<file path="config.mk">
export PLATFORM = sky130hd
export DESIGN_NAME = axi4_lite_arbiter_2to1_flat
export DESIGN_NICKNAME = d
export VERILOG_FILES = /design/src/rtl/axi4_lite_arbiter_2to1_if.sv /design/src/rtl/axi4_lite_arbiter_2to1.sv /design/src/flat_wrapper.sv
export SDC_FILE = /design/constraint.sdc
export NUM_CORES = 1
export LEC_CHECK = 0
export CAP_MARGIN = 20
export CORE_AREA = 2 2 182 184
export DETAILED_ROUTE_END_ITERATION = 8
export DIE_AREA = 0 0 184 186
export PLACE_DENSITY_LB_ADDON = 0.08
export SYNTH_ARGS = -nofsm -noshare
export SYNTH_HDL_FRONTEND = slang
export SYNTH_SLANG_ARGS = --single-unit
</file>
<file path="constraint.sdc">
create_clock -name iCLK -period 1.4 [get_ports iCLK]
set_input_delay 0.14 -clock iCLK [delete_from_list [all_inputs] [get_ports iCLK]]
set_output_delay 0.14 -clock iCLK [all_outputs]
set_load 0.02 [all_outputs]
</file>
<file path="src/rtl/axi4_lite_arbiter_2to1_if.sv">
// AXI4-Lite channel bundle shared by the two upstream masters and the single downstream slave.
// The master modport issues requests; the slave modport receives them and returns responses.
interface axi4_lite_arbiter_2to1_if #(
  parameter int ADDR_W = 32,
  parameter int DATA_W = 32
);
  logic              awvalid;
  logic              awready;
  logic [2:0]        awprot;
  logic [ADDR_W-1:0] awaddr;

  logic                wvalid;
  logic                wready;
  logic [DATA_W/8-1:0] wstrb;
  logic [DATA_W-1:0]   wdata;

  logic       bvalid;
  logic       bready;
  logic [1:0] bresp;

  logic              arvalid;
  logic              arready;
  logic [2:0]        arprot;
  logic [ADDR_W-1:0] araddr;

  logic              rvalid;
  logic              rready;
  logic [DATA_W-1:0] rdata;
  logic [1:0]        rresp;

  modport master (
    output awvalid, awprot, awaddr, wvalid, wstrb, wdata, bready,
           arvalid, arprot, araddr, rready,
    input  awready, wready, bvalid, bresp, arready, rvalid, rdata, rresp
  );

  modport slave (
    input  awvalid, awprot, awaddr, wvalid, wstrb, wdata, bready,
           arvalid, arprot, araddr, rready,
    output awready, wready, bvalid, bresp, arready, rvalid, rdata, rresp
  );
endinterface

</file>
<file path="src/rtl/axi4_lite_arbiter_2to1.sv">
// Two-master to one-slave AXI4-Lite arbiter with a single outstanding transaction,
// round-robin on ties and write-before-read within one master.
module axi4_lite_arbiter_2to1 #(
  parameter int ADDR_W = 32,
  parameter int DATA_W = 32
) (
  input  logic                            iCLK,
  input  logic                            iRST,
  axi4_lite_arbiter_2to1_if.slave         s0,
  axi4_lite_arbiter_2to1_if.slave         s1,
  axi4_lite_arbiter_2to1_if.master        m,
  output logic [1:0]                      oGRANT,
  output logic                            oBUSY
);
  localparam logic [2:0] S_IDLE  = 3'd0;
  localparam logic [2:0] S_WADDR = 3'd1;
  localparam logic [2:0] S_WRESP = 3'd2;
  localparam logic [2:0] S_RADDR = 3'd3;
  localparam logic [2:0] S_RDATA = 3'd4;

  logic [2:0] state_q, state_d;
  logic       sel_q, sel_d;
  logic       last_q, last_d;
  logic       aw_done_q, aw_done_d;
  logic       w_done_q, w_done_d;
  logic       winner;

  logic                in_waddr, in_wresp, in_raddr, in_rdata;
  logic                wreq0, wreq1, req0, req1;
  logic                aw_hs, w_hs, b_hs, ar_hs, r_hs;

  logic                sel_awvalid, sel_wvalid, sel_bready, sel_arvalid, sel_rready;
  logic [2:0]          sel_awprot, sel_arprot;
  logic [ADDR_W-1:0]   sel_awaddr, sel_araddr;
  logic [DATA_W-1:0]   sel_wdata;
  logic [DATA_W/8-1:0] sel_wstrb;

  logic                v_awready, v_wready, v_bvalid, v_arready, v_rvalid;
  logic [1:0]          v_bresp, v_rresp;
  logic [DATA_W-1:0]   v_rdata;

  assign in_waddr = (state_q == S_WADDR);
  assign in_wresp = (state_q == S_WRESP);
  assign in_raddr = (state_q == S_RADDR);
  assign in_rdata = (state_q == S_RDATA);

  assign wreq0 = s0.awvalid & s0.wvalid;
  assign wreq1 = s1.awvalid & s1.wvalid;
  assign req0  = wreq0 | s0.arvalid;
  assign req1  = wreq1 | s1.arvalid;

  // Request view of whichever master currently owns the slave.
  assign sel_awvalid = sel_q ? s1.awvalid : s0.awvalid;
  assign sel_awprot  = sel_q ? s1.awprot  : s0.awprot;
  assign sel_awaddr  = sel_q ? s1.awaddr  : s0.awaddr;
  assign sel_wvalid  = sel_q ? s1.wvalid  : s0.wvalid;
  assign sel_wstrb   = sel_q ? s1.wstrb   : s0.wstrb;
  assign sel_wdata   = sel_q ? s1.wdata   : s0.wdata;
  assign sel_bready  = sel_q ? s1.bready  : s0.bready;
  assign sel_arvalid = sel_q ? s1.arvalid : s0.arvalid;
  assign sel_arprot  = sel_q ? s1.arprot  : s0.arprot;
  assign sel_araddr  = sel_q ? s1.araddr  : s0.araddr;
  assign sel_rready  = sel_q ? s1.rready  : s0.rready;

  // A channel that already handshook is masked so the slave never sees a second beat.
  assign m.awvalid = in_waddr & sel_awvalid & ~aw_done_q;
  assign m.awprot  = in_waddr ? sel_awprot : '0;
  assign m.awaddr  = in_waddr ? sel_awaddr : '0;
  assign m.wvalid  = in_waddr & sel_wvalid & ~w_done_q;
  assign m.wstrb   = in_waddr ? sel_wstrb : '0;
  assign m.wdata   = in_waddr ? sel_wdata : '0;
  assign m.bready  = in_wresp & sel_bready;
  assign m.arvalid = in_raddr & sel_arvalid;
  assign m.arprot  = in_raddr ? sel_arprot : '0;
  assign m.araddr  = in_raddr ? sel_araddr : '0;
  assign m.rready  = in_rdata & sel_rready;

  assign v_awready = in_waddr & ~aw_done_q & m.awready;
  assign v_wready  = in_waddr & ~w_done_q & m.wready;
  assign v_bvalid  = in_wresp & m.bvalid;
  assign v_bresp   = in_wresp ? m.bresp : 2'b00;
  assign v_arready = in_raddr & m.arready;
  assign v_rvalid  = in_rdata & m.rvalid;
  assign v_rdata   = in_rdata ? m.rdata : '0;
  assign v_rresp   = in_rdata ? m.rresp : 2'b00;

  assign aw_hs = in_waddr & sel_awvalid & ~aw_done_q & m.awready;
  assign w_hs  = in_waddr & sel_wvalid & ~w_done_q & m.wready;
  assign b_hs  = v_bvalid & sel_bready;
  assign ar_hs = in_raddr & sel_arvalid & m.arready;
  assign r_hs  = v_rvalid & sel_rready;

  assign s0.awready = ~sel_q & v_awready;
  assign s1.awready =  sel_q & v_awready;
  assign s0.wready  = ~sel_q & v_wready;
  assign s1.wready  =  sel_q & v_wready;
  assign s0.bvalid  = ~sel_q & v_bvalid;
  assign s1.bvalid  =  sel_q & v_bvalid;
  assign s0.bresp   = sel_q ? 2'b00 : v_bresp;
  assign s1.bresp   = sel_q ? v_bresp : 2'b00;
  assign s0.arready = ~sel_q & v_arready;
  assign s1.arready =  sel_q & v_arready;
  assign s0.rvalid  = ~sel_q & v_rvalid;
  assign s1.rvalid  =  sel_q & v_rvalid;
  assign s0.rdata   = sel_q ? '0 : v_rdata;
  assign s1.rdata   = sel_q ? v_rdata : '0;
  assign s0.rresp   = sel_q ? 2'b00 : v_rresp;
  assign s1.rresp   = sel_q ? v_rresp : 2'b00;

  assign oBUSY  = (state_q != S_IDLE);
  assign oGRANT = oBUSY ? {sel_q, ~sel_q} : 2'b00;

  always_comb begin
    // NOTE: every variable gets a default first so no path leaves it unassigned (no latches).
    state_d   = state_q;
    sel_d     = sel_q;
    last_d    = last_q;
    aw_done_d = aw_done_q;
    w_done_d  = w_done_q;
    winner    = 1'b0;
    case (state_q)
      S_IDLE: begin
        if (req0 | req1) begin
          // On a tie the master that did not win last time goes next.
          winner  = (req0 & req1) ? ~last_q : req1;
          sel_d   = winner;
          last_d  = winner;
          state_d = (winner ? wreq1 : wreq0) ? S_WADDR : S_RADDR;
        end
      end
      S_WADDR: begin
        aw_done_d = aw_done_q | aw_hs;
        w_done_d  = w_done_q | w_hs;
        if (aw_done_d & w_done_d) begin
          state_d   = S_WRESP;
          aw_done_d = 1'b0;
          w_done_d  = 1'b0;
        end
      end
      S_WRESP: if (b_hs)  state_d = S_IDLE;
      S_RADDR: if (ar_hs) state_d = S_RDATA;
      S_RDATA: if (r_hs)  state_d = S_IDLE;
      default: state_d = S_IDLE;
    endcase
  end

  always_ff @(posedge iCLK or negedge iRST) begin
    if (!iRST) begin
      state_q   <= S_IDLE;
      sel_q     <= 1'b0;
      last_q    <= 1'b1;
      aw_done_q <= 1'b0;
      w_done_q  <= 1'b0;
    end else begin
      // NOTE: non-blocking so every register samples pre-edge values regardless of statement order.
      state_q   <= state_d;
      sel_q     <= sel_d;
      last_q    <= last_d;
      aw_done_q <= aw_done_d;
      w_done_q  <= w_done_d;
    end
  end
endmodule

</file>
<file path="src/flat_wrapper.sv">
// flat-port wrapper written by rule: the top's interface ports become plain ports
module axi4_lite_arbiter_2to1_flat 
#(
  parameter int ADDR_W = 32,
  parameter int DATA_W = 32
)
  (iCLK, iRST, oGRANT, oBUSY, s0_awvalid, s0_awprot, s0_awaddr, s0_wvalid, s0_wstrb, s0_wdata, s0_bready, s0_arvalid, s0_arprot, s0_araddr, s0_rready, s0_awready, s0_wready, s0_bvalid, s0_bresp, s0_arready, s0_rvalid, s0_rdata, s0_rresp, s1_awvalid, s1_awprot, s1_awaddr, s1_wvalid, s1_wstrb, s1_wdata, s1_bready, s1_arvalid, s1_arprot, s1_araddr, s1_rready, s1_awready, s1_wready, s1_bvalid, s1_bresp, s1_arready, s1_rvalid, s1_rdata, s1_rresp, m_awvalid, m_awprot, m_awaddr, m_wvalid, m_wstrb, m_wdata, m_bready, m_arvalid, m_arprot, m_araddr, m_rready, m_awready, m_wready, m_bvalid, m_bresp, m_arready, m_rvalid, m_rdata, m_rresp);
  axi4_lite_arbiter_2to1_if #(.ADDR_W(ADDR_W), .DATA_W(DATA_W)) s0_i ();
  axi4_lite_arbiter_2to1_if #(.ADDR_W(ADDR_W), .DATA_W(DATA_W)) s1_i ();
  axi4_lite_arbiter_2to1_if #(.ADDR_W(ADDR_W), .DATA_W(DATA_W)) m_i ();
  input  logic iCLK;
  input  logic iRST;
  output logic [1:0] oGRANT;
  output logic oBUSY;
  input wire logic [$bits(s0_i.awvalid)-1:0] s0_awvalid;
  input wire logic [$bits(s0_i.awprot)-1:0] s0_awprot;
  input wire logic [$bits(s0_i.awaddr)-1:0] s0_awaddr;
  input wire logic [$bits(s0_i.wvalid)-1:0] s0_wvalid;
  input wire logic [$bits(s0_i.wstrb)-1:0] s0_wstrb;
  input wire logic [$bits(s0_i.wdata)-1:0] s0_wdata;
  input wire logic [$bits(s0_i.bready)-1:0] s0_bready;
  input wire logic [$bits(s0_i.arvalid)-1:0] s0_arvalid;
  input wire logic [$bits(s0_i.arprot)-1:0] s0_arprot;
  input wire logic [$bits(s0_i.araddr)-1:0] s0_araddr;
  input wire logic [$bits(s0_i.rready)-1:0] s0_rready;
  output wire logic [$bits(s0_i.awready)-1:0] s0_awready;
  output wire logic [$bits(s0_i.wready)-1:0] s0_wready;
  output wire logic [$bits(s0_i.bvalid)-1:0] s0_bvalid;
  output wire logic [$bits(s0_i.bresp)-1:0] s0_bresp;
  output wire logic [$bits(s0_i.arready)-1:0] s0_arready;
  output wire logic [$bits(s0_i.rvalid)-1:0] s0_rvalid;
  output wire logic [$bits(s0_i.rdata)-1:0] s0_rdata;
  output wire logic [$bits(s0_i.rresp)-1:0] s0_rresp;
  input wire logic [$bits(s1_i.awvalid)-1:0] s1_awvalid;
  input wire logic [$bits(s1_i.awprot)-1:0] s1_awprot;
  input wire logic [$bits(s1_i.awaddr)-1:0] s1_awaddr;
  input wire logic [$bits(s1_i.wvalid)-1:0] s1_wvalid;
  input wire logic [$bits(s1_i.wstrb)-1:0] s1_wstrb;
  input wire logic [$bits(s1_i.wdata)-1:0] s1_wdata;
  input wire logic [$bits(s1_i.bready)-1:0] s1_bready;
  input wire logic [$bits(s1_i.arvalid)-1:0] s1_arvalid;
  input wire logic [$bits(s1_i.arprot)-1:0] s1_arprot;
  input wire logic [$bits(s1_i.araddr)-1:0] s1_araddr;
  input wire logic [$bits(s1_i.rready)-1:0] s1_rready;
  output wire logic [$bits(s1_i.awready)-1:0] s1_awready;
  output wire logic [$bits(s1_i.wready)-1:0] s1_wready;
  output wire logic [$bits(s1_i.bvalid)-1:0] s1_bvalid;
  output wire logic [$bits(s1_i.bresp)-1:0] s1_bresp;
  output wire logic [$bits(s1_i.arready)-1:0] s1_arready;
  output wire logic [$bits(s1_i.rvalid)-1:0] s1_rvalid;
  output wire logic [$bits(s1_i.rdata)-1:0] s1_rdata;
  output wire logic [$bits(s1_i.rresp)-1:0] s1_rresp;
  output wire logic [$bits(m_i.awvalid)-1:0] m_awvalid;
  output wire logic [$bits(m_i.awprot)-1:0] m_awprot;
  output wire logic [$bits(m_i.awaddr)-1:0] m_awaddr;
  output wire logic [$bits(m_i.wvalid)-1:0] m_wvalid;
  output wire logic [$bits(m_i.wstrb)-1:0] m_wstrb;
  output wire logic [$bits(m_i.wdata)-1:0] m_wdata;
  output wire logic [$bits(m_i.bready)-1:0] m_bready;
  output wire logic [$bits(m_i.arvalid)-1:0] m_arvalid;
  output wire logic [$bits(m_i.arprot)-1:0] m_arprot;
  output wire logic [$bits(m_i.araddr)-1:0] m_araddr;
  output wire logic [$bits(m_i.rready)-1:0] m_rready;
  input wire logic [$bits(m_i.awready)-1:0] m_awready;
  input wire logic [$bits(m_i.wready)-1:0] m_wready;
  input wire logic [$bits(m_i.bvalid)-1:0] m_bvalid;
  input wire logic [$bits(m_i.bresp)-1:0] m_bresp;
  input wire logic [$bits(m_i.arready)-1:0] m_arready;
  input wire logic [$bits(m_i.rvalid)-1:0] m_rvalid;
  input wire logic [$bits(m_i.rdata)-1:0] m_rdata;
  input wire logic [$bits(m_i.rresp)-1:0] m_rresp;
  assign s0_i.awvalid = s0_awvalid;
  assign s0_i.awprot = s0_awprot;
  assign s0_i.awaddr = s0_awaddr;
  assign s0_i.wvalid = s0_wvalid;
  assign s0_i.wstrb = s0_wstrb;
  assign s0_i.wdata = s0_wdata;
  assign s0_i.bready = s0_bready;
  assign s0_i.arvalid = s0_arvalid;
  assign s0_i.arprot = s0_arprot;
  assign s0_i.araddr = s0_araddr;
  assign s0_i.rready = s0_rready;
  assign s0_awready = s0_i.awready;
  assign s0_wready = s0_i.wready;
  assign s0_bvalid = s0_i.bvalid;
  assign s0_bresp = s0_i.bresp;
  assign s0_arready = s0_i.arready;
  assign s0_rvalid = s0_i.rvalid;
  assign s0_rdata = s0_i.rdata;
  assign s0_rresp = s0_i.rresp;
  assign s1_i.awvalid = s1_awvalid;
  assign s1_i.awprot = s1_awprot;
  assign s1_i.awaddr = s1_awaddr;
  assign s1_i.wvalid = s1_wvalid;
  assign s1_i.wstrb = s1_wstrb;
  assign s1_i.wdata = s1_wdata;
  assign s1_i.bready = s1_bready;
  assign s1_i.arvalid = s1_arvalid;
  assign s1_i.arprot = s1_arprot;
  assign s1_i.araddr = s1_araddr;
  assign s1_i.rready = s1_rready;
  assign s1_awready = s1_i.awready;
  assign s1_wready = s1_i.wready;
  assign s1_bvalid = s1_i.bvalid;
  assign s1_bresp = s1_i.bresp;
  assign s1_arready = s1_i.arready;
  assign s1_rvalid = s1_i.rvalid;
  assign s1_rdata = s1_i.rdata;
  assign s1_rresp = s1_i.rresp;
  assign m_awvalid = m_i.awvalid;
  assign m_awprot = m_i.awprot;
  assign m_awaddr = m_i.awaddr;
  assign m_wvalid = m_i.wvalid;
  assign m_wstrb = m_i.wstrb;
  assign m_wdata = m_i.wdata;
  assign m_bready = m_i.bready;
  assign m_arvalid = m_i.arvalid;
  assign m_arprot = m_i.arprot;
  assign m_araddr = m_i.araddr;
  assign m_rready = m_i.rready;
  assign m_i.awready = m_awready;
  assign m_i.wready = m_wready;
  assign m_i.bvalid = m_bvalid;
  assign m_i.bresp = m_bresp;
  assign m_i.arready = m_arready;
  assign m_i.rvalid = m_rvalid;
  assign m_i.rdata = m_rdata;
  assign m_i.rresp = m_rresp;
  axi4_lite_arbiter_2to1 #(.ADDR_W(ADDR_W), .DATA_W(DATA_W)) u_core (.iCLK(iCLK), .iRST(iRST), .s0(s0_i), .s1(s1_i), .m(m_i), .oGRANT(oGRANT), .oBUSY(oBUSY));
endmodule
</file>
==> impl_metrics.xml, run 1 <==
<?xml version="1.0" encoding="UTF-8"?>
<metrics>
  <group name="global_routing">
    <metric name="use_met3" unit="%">3.404</metric>
    <metric name="grt_first_pass_wirelength" unit="um">30190</metric>
    <metric name="globalRoute.busiestLayer" unit="">met2</metric>
    <metric name="global_route_overflow" unit="">0</metric>
    <metric name="gr-usage-all-layers" unit="%">11.67</metric>
    <metric name="grtUsageMet2" unit="%">23.64</metric>
    <metric name="grt_max_degree" unit="">32</metric>
  </group>
  <group name="pwr">
    <metric name="pwr-share-seq" unit="%">2.8</metric>
    <metric name="p_comb_share" unit="%">94.4</metric>
    <metric name="switching_share" unit="%">45.93</metric>
  </group>
  <group name="setup_path">
    <metric name="crit_start" unit="">u_core.sel_q</metric>
    <metric name="worst_r2r_endpoint" unit="">u_core.state_q[1]</metric>
    <metric name="critical_path_cell_count" unit="">6</metric>
    <metric name="worstSetupStartpointType" unit="">flop</metric>
    <metric name="rrSetupSlack" unit="ns">-0.48</metric>
  </group>
  <group name="routing">
    <metric name="detailroute.wirelength.met2" unit="um">12430</metric>
    <metric name="dr.max_layer_used" unit="">met4</metric>
  </group>
  <group name="synth">
    <metric name="ys_sh_xor" unit="%">0</metric>
    <metric name="syn_area" unit="um2">2773</metric>
    <metric name="yosys-dominant-comb-family" unit="">multiplexers</metric>
    <metric name="topCellsByArea" unit="">mux2i_1 39%, and2_1 16%, nor2_1 16%, dfrtp_1 5.4%, buf_6 2.8%</metric>
    <metric name="synth_compound_gate_area_share" unit="%">4.919</metric>
    <metric name="yosys_cells" unit="">400</metric>
  </group>
  <group name="job">
    <metric name="log.warning_count" unit="">29</metric>
  </group>
  <group name="finish">
    <metric name="largestClassByArea" unit="">buffers</metric>
    <metric name="nets" unit="">1212</metric>
    <metric name="largest_register_ffs" unit="">3</metric>
    <metric name="finalNonFillerCells" unit="">1354</metric>
    <metric name="clock_buffer_count" unit="">4</metric>
    <metric name="seq_cell_count" unit="">7</metric>
    <metric name="register_area" unit="um2">180.2</metric>
    <metric name="drive_gt1_share" unit="%">57.72</metric>
    <metric name="fraction_of_standard_cell_area_in_multi_input_logic" unit="%">35.08</metric>
    <metric name="n_antenna_cell" unit="">0</metric>
    <metric name="largest-register" unit="">u_core.state_q</metric>
    <metric name="finalCoreUtilization" unit="%">31.51</metric>
    <metric name="num-fill-cells" unit="">3430</metric>
  </group>
  <group name="floorplanning">
    <metric name="well_tap_cells" unit="">408</metric>
    <metric name="design.core.area" unit="um2">32210</metric>
    <metric name="fp-utilization" unit="%">8.609</metric>
  </group>
  <group name="placed_design">
    <metric name="placed_cells_incl_taps" unit="">1311</metric>
    <metric name="detailedPlace.worstSlack" unit="ns">-0.6565</metric>
    <metric name="gp_routability_congestion" unit="">0.7111</metric>
  </group>
  <group name="timing">
    <metric name="timing.final.setup_violations" unit="">203</metric>
    <metric name="period_needed" unit="ns">1.881</metric>
    <metric name="finalWorstSetupSlack" unit="ns">-0.4812</metric>
  </group>
  <group name="outcome">
    <metric name="run_status" unit="">finished, violations left</metric>
    <metric name="failed_checks" unit="">setup timing</metric>
  </group>
  <group name="cts">
    <metric name="max-clock-path-buffers" unit="">2</metric>
    <metric name="clock_sink_count" unit="">7</metric>
  </group>
</metrics>
**Run 1: logic cells by family**

Bar = 50 um.
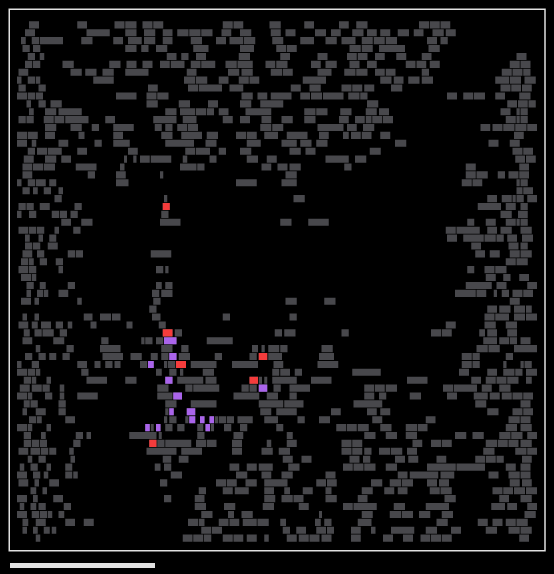
| family | colour | cells |
|---|---|---|
| inverting AOI/OAI gates | purple | 14 |
| AND-OR and OR-AND gates | red | 6 |

**Run 1: I/O pins on the die edge**

Pins as bars across the die edge, other pins in grey.
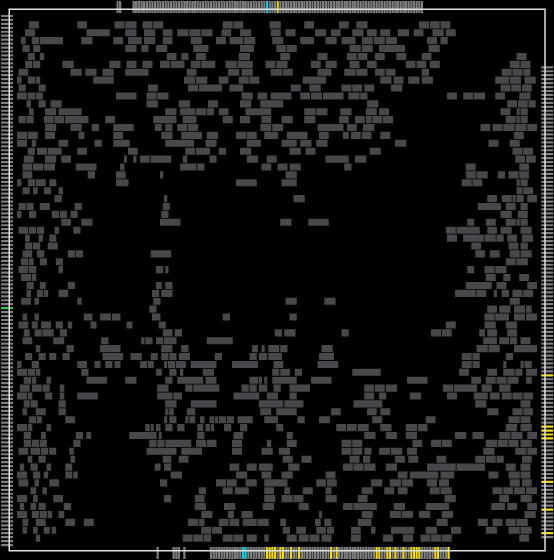
| port | colour | pins | direction | edge |
|---|---|---|---|---|
| m_awaddr | yellow | 32 | output | 23 south, 8 east, 1 north |
| s0_awprot | cyan | 3 | input | 2 south, 1 north |
| m_arvalid | green | 1 | output | west |
vertical die size: 186 um
IO Port Bufs: 460
Die X: 184 um

**Run 1: routed metal, one colour a layer**

Two of the layers only.
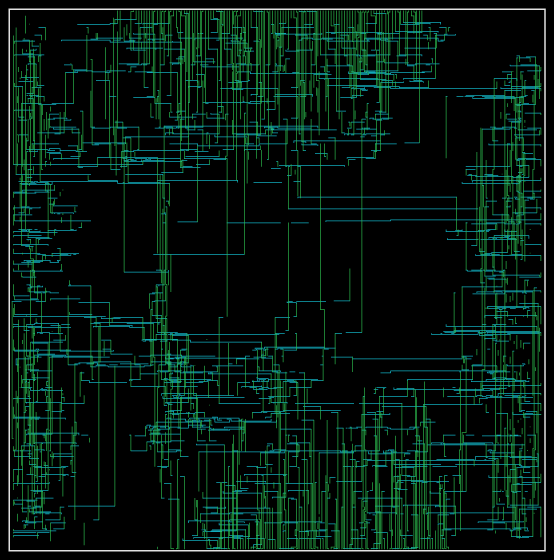
| layer | colour | wire length |
|---|---|---|
| met1 | cyan | 7,520 um |
| met2 | green | 12,400 um |

==> run 2: changes to the inputs <==
RECOVER_POWER = 50   (was unset)
**Run 2: routed metal, one colour a layer**

Two of the layers only.
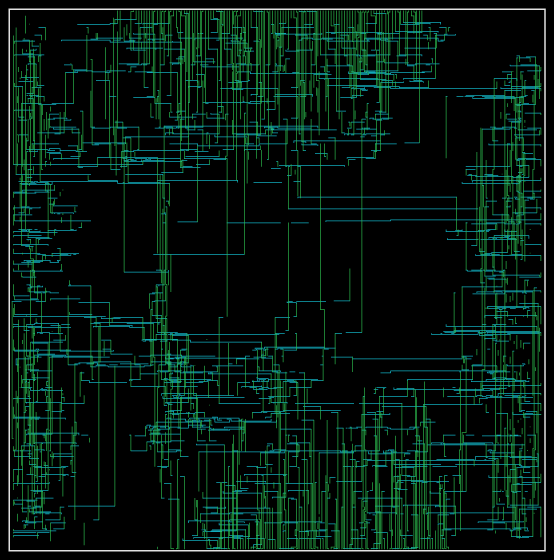
| layer | colour | wire length |
|---|---|---|
| met1 | cyan | 7,520 um |
| met2 | green | 12,400 um |
average wire per cell in the routed design: 16.49 um
WL final: 22,320 um

**Run 2: clock wiring as the flow saved it**

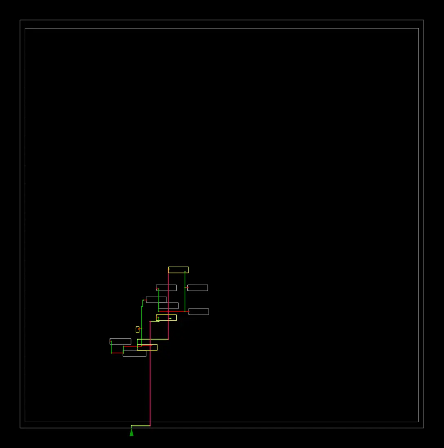
clk latency late pin: 0.23 ns
Sinks on Clock Net: 7
clk pwr: 0.000496 W

**Run 2: logic cells by family**

Bar = 50 um.
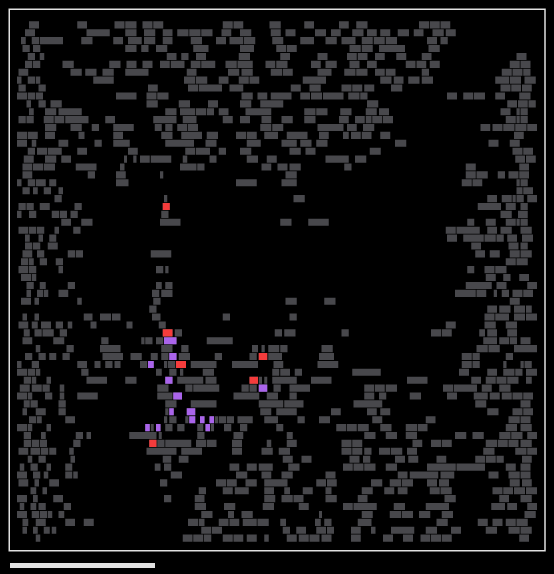
| family | colour | cells |
|---|---|---|
| inverting AOI/OAI gates | purple | 14 |
| AND-OR and OR-AND gates | red | 6 |

==> impl_metrics.xml, run 2 <==
<?xml version="1.0" encoding="UTF-8"?>
<metrics>
  <group name="timing">
    <metric name="timing.final.setup_violations" unit="">203</metric>
    <metric name="finalWorstSetupSlack" unit="ns">-0.4812</metric>
    <metric name="period_needed" unit="ns">1.881</metric>
  </group>
  <group name="global_routing">
    <metric name="grtUsageMet2" unit="%">23.64</metric>
    <metric name="gr-usage-all-layers" unit="%">11.67</metric>
    <metric name="globalRoute.busiestLayer" unit="">met2</metric>
    <metric name="grt_first_pass_wirelength" unit="um">30190</metric>
    <metric name="grt_max_degree" unit="">32</metric>
    <metric name="global_route_overflow" unit="">0</metric>
    <metric name="use_met3" unit="%">3.404</metric>
  </group>
  <group name="setup_path">
    <metric name="critical_path_cell_count" unit="">6</metric>
    <metric name="crit_start" unit="">u_core.sel_q</metric>
    <metric name="critical_path.top_delay_family" unit="">AND-OR/OR-AND gates</metric>
    <metric name="worst_setup_path_end_kind" unit="">flop</metric>
    <metric name="worstSetupStartpointType" unit="">flop</metric>
    <metric name="rrSetupSlack" unit="ns">-0.48</metric>
  </group>
  <group name="finish">
    <metric name="register_area" unit="um2">180.2</metric>
    <metric name="largestClassByArea" unit="">buffers</metric>
    <metric name="finalNonFillerCells" unit="">1354</metric>
    <metric name="num-fill-cells" unit="">3430</metric>
    <metric name="finalCoreUtilization" unit="%">31.51</metric>
    <metric name="seq_cell_count" unit="">7</metric>
    <metric name="fraction_of_standard_cell_area_in_multi_input_logic" unit="%">35.08</metric>
    <metric name="n_antenna_cell" unit="">0</metric>
    <metric name="clock_buffer_count" unit="">4</metric>
    <metric name="nets" unit="">1212</metric>
    <metric name="drive_gt1_share" unit="%">57.72</metric>
  </group>
  <group name="synth">
    <metric name="synth_compound_gate_area_share" unit="%">4.919</metric>
    <metric name="yosys_cells" unit="">400</metric>
    <metric name="ys_sh_xor" unit="%">0</metric>
    <metric name="syn_area" unit="um2">2773</metric>
    <metric name="topCellsByArea" unit="">mux2i_1 39%, and2_1 16%, nor2_1 16%, dfrtp_1 5.4%, buf_6 2.8%</metric>
  </group>
  <group name="placed_design">
    <metric name="gp_routability_congestion" unit="">0.7111</metric>
    <metric name="io_buffer_count" unit="">460</metric>
    <metric name="placed_cells_incl_taps" unit="">1311</metric>
  </group>
  <group name="pwr">
    <metric name="switching_share" unit="%">45.93</metric>
    <metric name="p_comb_share" unit="%">94.4</metric>
  </group>
  <group name="routing">
    <metric name="dr.max_layer_used" unit="">met4</metric>
  </group>
  <group name="floorplanning">
    <metric name="fp-utilization" unit="%">8.609</metric>
    <metric name="well_tap_cells" unit="">408</metric>
    <metric name="design.core.area" unit="um2">32210</metric>
    <metric name="die_w" unit="um">184</metric>
  </group>
  <group name="cts">
    <metric name="clk_pin_slew_worst_paths" unit="ns">0.04</metric>
    <metric name="max-clock-path-buffers" unit="">2</metric>
  </group>
  <group name="outcome">
    <metric name="failed_checks" unit="">setup timing</metric>
    <metric name="run_status" unit="">finished, violations left</metric>
  </group>
</metrics>
**Run 2: I/O pins on the die edge**

Pins as bars across the die edge, other pins in grey.
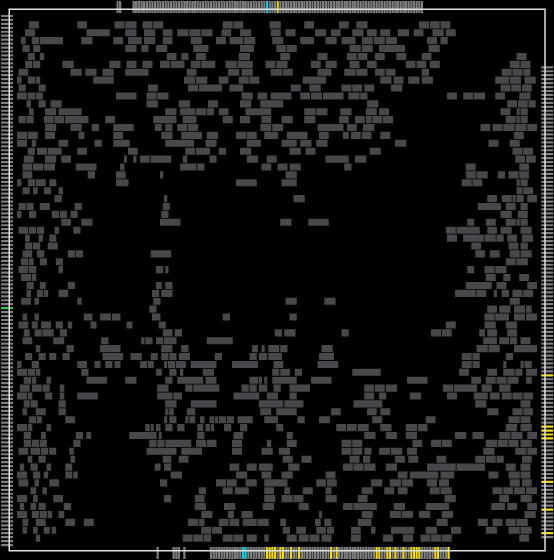

==> run 3: changes to the inputs <==
PLACE_DENSITY = 0.48   (was unset)
PLACE_DENSITY_LB_ADDON = unset   (was 0.08)
**Run 3: I/O pins on the die edge**

Pins as bars across the die edge, other pins in grey.
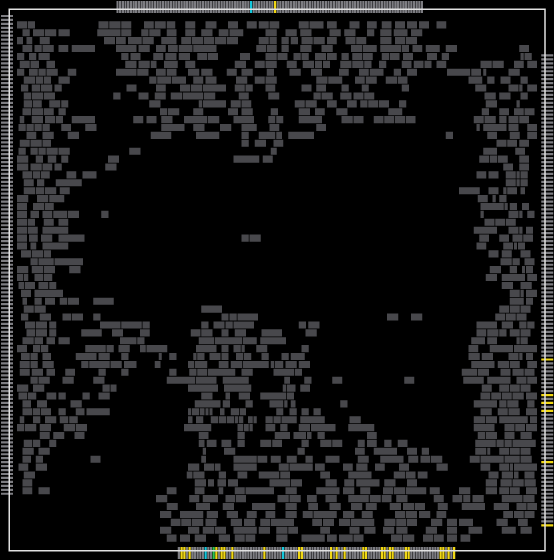

**Run 3: placement by cell class**

Fill, decap, tap and diode cells in grey.
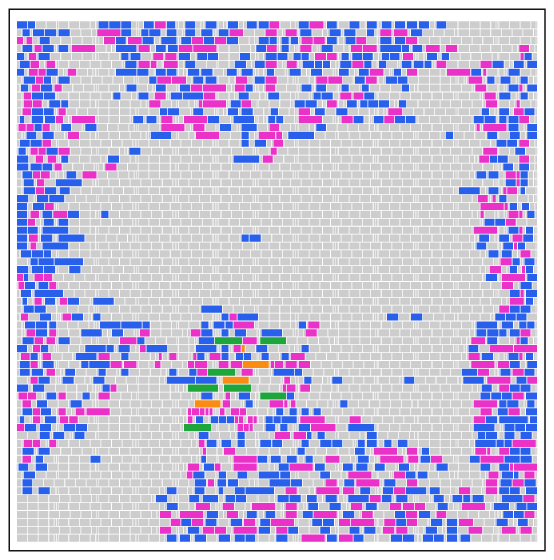
| class | colour | cells | share of their area |
|---|---|---|---|
| all other logic | magenta | 358 | 36% |
| clock drivers and dummy loads | orange | 4 | 0.73% |
| flip-flops | green | 7 | 1.7% |
| other buffers and delay cells | blue | 630 | 61% |
final core occ: 35.27%
core outline area: 32,210 um2
flip-flop and latch share of the layout cell area: 1.619%
number of core rows: 66
Layout Cell Area excl Fill: 11,360 um2

==> impl_metrics.xml, run 3 <==
<?xml version="1.0" encoding="UTF-8"?>
<metrics>
  <group name="cts">
    <metric name="max-clock-path-buffers" unit="">2</metric>
    <metric name="clk_pin_slew_worst_paths" unit="ns">0.04</metric>
    <metric name="clock_sink_count" unit="">7</metric>
    <metric name="worstSkewPairLatency" unit="ns">0.23</metric>
  </group>
  <group name="floorplanning">
    <metric name="die_height" unit="um">186</metric>
    <metric name="fp-utilization" unit="%">8.609</metric>
    <metric name="well_tap_cells" unit="">408</metric>
  </group>
  <group name="synth">
    <metric name="topCellsByArea" unit="">mux2i_1 39%, and2_1 16%, nor2_1 16%, dfrtp_1 5.4%, buf_6 2.8%</metric>
    <metric name="yosys-dominant-comb-family" unit="">multiplexers</metric>
    <metric name="yosys_cells" unit="">400</metric>
    <metric name="ys_sh_xor" unit="%">0</metric>
    <metric name="syn_area" unit="um2">2773</metric>
    <metric name="synth_compound_gate_area_share" unit="%">4.919</metric>
  </group>
  <group name="global_routing">
    <metric name="grt_first_pass_wirelength" unit="um">30060</metric>
    <metric name="globalRoute.busiestLayer" unit="">met2</metric>
    <metric name="use_met3" unit="%">3.013</metric>
    <metric name="gr-usage-all-layers" unit="%">11.52</metric>
  </group>
  <group name="finish">
    <metric name="largest_register_ffs" unit="">3</metric>
    <metric name="n_antenna_cell" unit="">0</metric>
    <metric name="finalNonFillerCells" unit="">1407</metric>
    <metric name="largest-register" unit="">u_core.state_q</metric>
    <metric name="register_area" unit="um2">183.9</metric>
    <metric name="largestClassByArea" unit="">buffers</metric>
    <metric name="nets" unit="">1265</metric>
    <metric name="fraction_of_standard_cell_area_in_multi_input_logic" unit="%">34.39</metric>
    <metric name="seq_cell_count" unit="">7</metric>
    <metric name="drive_gt1_share" unit="%">62.26</metric>
    <metric name="clock_buffer_count" unit="">4</metric>
  </group>
  <group name="setup_path">
    <metric name="critical_path.top_delay_family" unit="">buffers and inverters</metric>
    <metric name="crit_start" unit="">u_core.state_q[0]</metric>
    <metric name="critical_path_cell_count" unit="">9</metric>
    <metric name="rrSetupSlack" unit="ns">-0.48</metric>
    <metric name="worstSetupStartpointType" unit="">flop</metric>
    <metric name="worst_setup_path_end_kind" unit="">primary output</metric>
  </group>
  <group name="job">
    <metric name="log.warning_count" unit="">29</metric>
  </group>
  <group name="placed_design">
    <metric name="io_buffer_count" unit="">460</metric>
    <metric name="placed_cells_incl_taps" unit="">1311</metric>
  </group>
  <group name="routing">
    <metric name="wirelength" unit="um">24170</metric>
    <metric name="dr.max_layer_used" unit="">met5</metric>
  </group>
  <group name="outcome">
    <metric name="failed_checks" unit="">setup timing</metric>
    <metric name="run_status" unit="">finished, violations left</metric>
  </group>
  <group name="pwr">
    <metric name="switching_share" unit="%">44.66</metric>
    <metric name="power_clock" unit="W">0.000489</metric>
    <metric name="pwr-share-seq" unit="%">2.9</metric>
  </group>
  <group name="timing">
    <metric name="period_needed" unit="ns">1.959</metric>
    <metric name="finalWorstSetupSlack" unit="ns">-0.5588</metric>
    <metric name="timing.final.setup_violations" unit="">203</metric>
  </group>
</metrics>
**Run 3: routed metal, one colour a layer**

Two of the layers only.
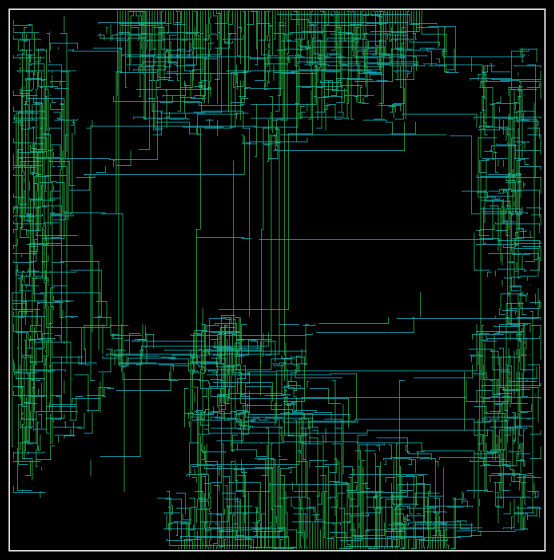
| layer | colour | wire length |
|---|---|---|
| met1 | cyan | 8,410 um |
| met2 | green | 13,500 um |

No activity file was given, so power comes from the tool's default toggle rates.
